===== config.mk =====
export PLATFORM = sky130hd
export DESIGN_NAME = parallel_subtractor_reg
export DESIGN_NICKNAME = d
export VERILOG_FILES = /design/src/rtl/parallel_subtractor_reg.sv
export SDC_FILE = /design/constraint.sdc
export NUM_CORES = 1
export LEC_CHECK = 0
export ABC_AREA = 1
export CORE_AREA = 2 2 39 41
export CTS_CLUSTER_DIAMETER = 120
export CTS_CLUSTER_SIZE = 24
export DETAILED_ROUTE_END_ITERATION = 6
export DIE_AREA = 0 0 41 43
export HOLD_SLACK_MARGIN = 0.02
export SLEW_MARGIN = 20
export SYNTH_ARGS = -nofsm -noshare
export SYNTH_HDL_FRONTEND = slang
export SYNTH_SLANG_ARGS = --single-unit

===== constraint.sdc =====
create_clock -name clk -period 0.8 [get_ports clk]
set_input_delay 0.08 -clock clk [delete_from_list [all_inputs] [get_ports clk]]
set_output_delay 0.08 -clock clk [all_outputs]
set_load 0.02 [all_outputs]

===== src/rtl/parallel_subtractor_reg.sv =====
// Registered ripple-borrow subtractor (diff = a - b, bout = a < b) built from 1-bit full subtractors.
// Latency: 1 clk from in_valid to out_valid. Backpressure: none, one result per cycle.
// Idle cycles (in_valid=0) hold diff/bout and drop out_valid.

module full_subtractor (
  input  logic a,
  input  logic b,
  input  logic bin,
  output logic d,
  output logic bo
);
  assign d  = a ^ b ^ bin;
  assign bo = (~a & b) | (~(a ^ b) & bin);
endmodule

module parallel_subtractor_reg #(
  parameter int WIDTH = 4
) (
  input  logic             clk,
  input  logic             rst_n,
  input  logic [WIDTH-1:0] a,
  input  logic [WIDTH-1:0] b,
  input  logic             in_valid,
  output logic [WIDTH-1:0] diff,
  output logic             bout,
  output logic             out_valid
);
  logic [WIDTH:0]   br;
  logic [WIDTH-1:0] d;

  assign br[0] = 1'b0;

  for (genvar i = 0; i < WIDTH; i++) begin : g_chain
    full_subtractor u_fs (
      .a   (a[i]),
      .b   (b[i]),
      .bin (br[i]),
      .d   (d[i]),
      .bo  (br[i+1])
    );
  end

  // Capture gated by in_valid so undriven operands during idle cycles never reach the outputs.
  always_ff @(posedge clk or negedge rst_n) begin
    if (!rst_n) begin
      diff      <= '0;
      bout      <= 1'b0;
      out_valid <= 1'b0;
    end else begin
      out_valid <= in_valid;
      if (in_valid) begin
        diff <= d;
        bout <= br[WIDTH];
      end
    end
  end
endmodule


==> metrics.cfg, run 1 <==
[cells_and_area]
final_nets = 77
nClkBuffers = 3
largest_reg_flops = 4
instances_no_fill = 76

[status]
violations = negative setup slack
outcome = finished, violations left

[power_and_ir_drop]
seqPwrFrac = 0.363
switching_share = 0.292
comb_power_mw = 0.372

[synthesis]
netlist.area_leader.share = 0.469
area_leaders = dfrtp_1, fa_1, nand2_1, inv_1, ha_1
async_flop_share = 1.00

[global_route]
grt_overflow_total = 0
grt.met1_usage = 0.115
antenna_found_initial = 0

[worst_setup_path]
worstSetupStartpoint = a[0]
end_kind = flop
cp.depth = 11

[route]
top_layer_used = met3

[timing]
rsz0062_at_grt = true
worst-slew-pin-transition_ps = 271
setup_slack_ps = -607
setup_viol_count_final = 10

[place]
dp.cells = 71

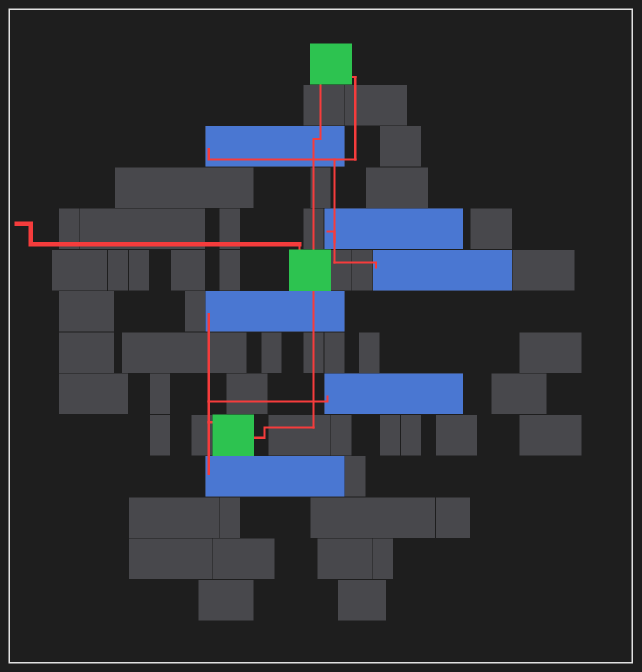
**Above:** run 1 (clock wires, drivers and flops).
Key: blue = flip-flops [count 6]; red = clock wires [length 101 um]; green = cells driving clock nets [count 3]
There are 4 routed clock nets.
clock network fraction of total power: 0.273
Clk Latency, worst-skew pair: 240 ps
final clock skew: 0 ps

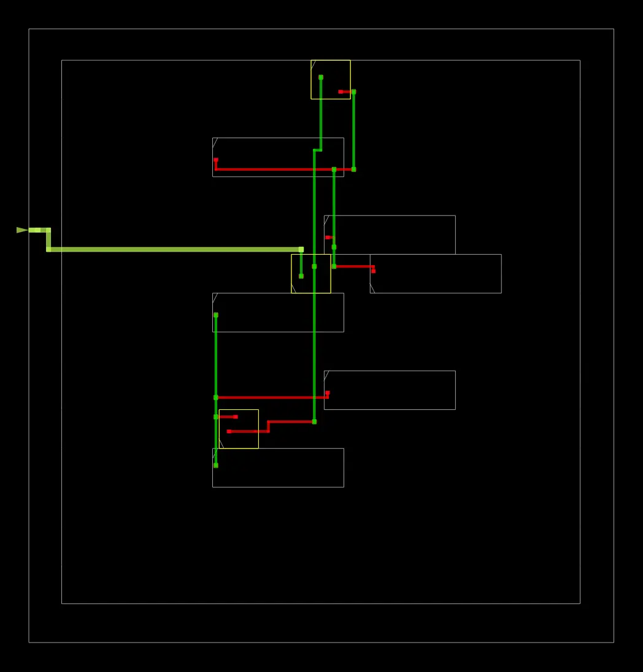
**Above:** run 1 (clock nets).
Inserted Clock Buffers: 3
clock sink count: 6

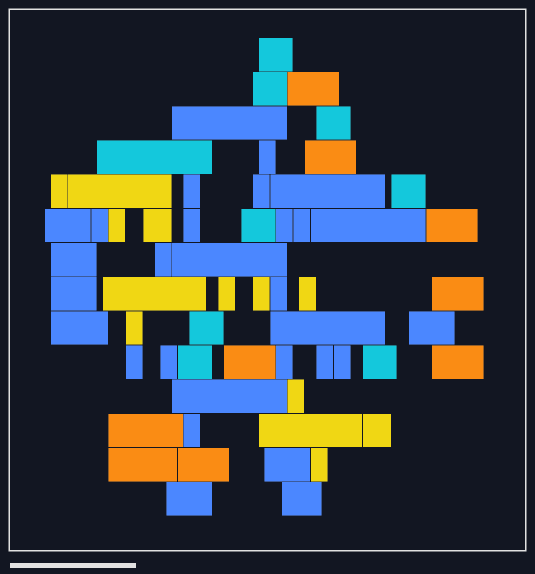
**Above:** run 1 (sizing map).
Scale bar: 10 um.
Key: orange = drive 6 and up [cells 9, most used buf_6]; blue = drive 1 or less [cells 29, most used nand2_1]; cyan = drive 3 to 4 [cells 9, most used buf_4]; yellow = drive 2 [cells 13, most used inv_2]
final worst setup slack: -607 ps
area delta synth->final: 91.4%
post-route cell area: 613 sq um
Repair and plain buffers: 21

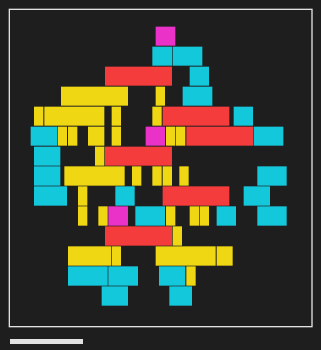
**Above:** run 1 (placement by cell class).
Scale bar: 10 um.
Key: cyan = other buffers and delay cells [cells 21]; yellow = all other logic [cells 30]; magenta = cells driving clock nets [cells 3]; red = flip-flops [cells 6]

==> run 2, diff against run 1 <==
Settings changed: REMOVE_ABC_BUFFERS set to 1.
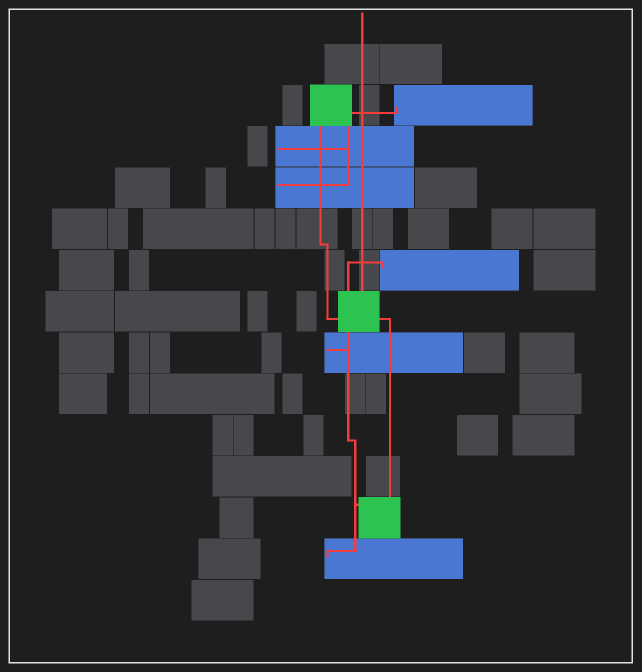
**Above:** run 2 (clock wires, drivers and flops).
Key: green = cells driving clock nets [count 3]; blue = flip-flops [count 6]; red = clock wires [length 97.5 um]
There are 4 routed clock nets.
clock network fraction of total power: 0.276
Clock group: 0.274 mW

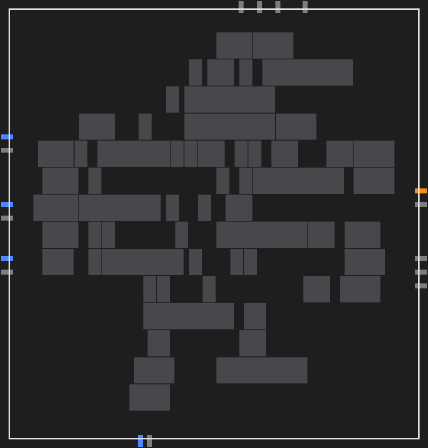
**Above:** run 2 (pin map).
Pins as bars across the die edge, other pins in gray.
Key: blue = `b` [pins 4, direction input, edge 3 left, 1 bottom]; orange = `out_valid` [pins 1, direction output, edge right]
All pins by edge: 6 left, 5 right, 4 top, 2 bottom.
IO Port Bufs: 16
Die W: 41 um
Die H: 43 um

==> run 2 against run 1 <==
The flow still finishes with violations (negative setup slack). Combinational power is 6.7% lower. Critical path depth unchanged. Synthesized cell count stayed put. Area after synthesis unchanged. Worst hold slack improved by 3.4 ps. Via count is 0.35% lower. Largest power group is now registers. Critical path type unchanged. Die area stayed put. Register-to-register slack better by 20 ps.
==> metrics.cfg, run 2 <==
[status]
outcome = finished, violations left
violations = negative setup slack

[synthesis]
flop_cell = dfrtp_1
async_flop_share = 1.00  ; unchanged
postSynthSeqShare = 0.469
ys_ff = 6
area_leaders = dfrtp_1, fa_1, nand2_1, inv_1, ha_1
netlist.area_leader.share = 0.469  ; unchanged

[timing]
whs_ps = 79.0
setup_slack_ps = -550  ; +57.0 ps
rsz0062_at_grt = true
worst-slew-pin-transition_ps = 276  ; +4.52 ps
setup_viol_count_final = 9  ; -1
clock_skew_ps = 0  ; unchanged

[cells_and_area]
nNonClkBuffers = 21  ; unchanged
largest_reg_flops = 4  ; unchanged
regArea_sq_um = 150
multiInputGateArea_sq_um = 149
final_cell_area_sq_um = 594  ; -3.1%
nClkBuffers = 3  ; unchanged
final_nets = 77  ; unchanged

[clocking]
clkSinkCount = 6  ; unchanged
numCtsBuffers = 3  ; unchanged
htreeDepth = 1
clk_latency_ps = 240  ; about the same

[worst_setup_path]
r2r_setup_slack_ps = 80
worstPathRequired_ps = 930
worstSetupStartpoint = a[0]
cp_max_fo = 1
cp_common_cell = inv_2
end_kind = flop

[route]
top_layer_used = met3

[global_route]
antenna_found_initial = 0  ; unchanged
grt_overflow_total = 0  ; unchanged
grt.met1_usage = 0.0900  ; -0.0251

[place]
pre_cts_slack_ps = -1270
dp.cells = 72  ; +1.4%

[floorplan]
core_area_sq_um = 1380

[power_and_ir_drop]
seqPwrFrac = 0.374  ; +0.011
switching_share = 0.283  ; -0.00939
comb_power_mw = 0.347  ; -6.7%

Power is estimated from default activity; no workload was simulated.
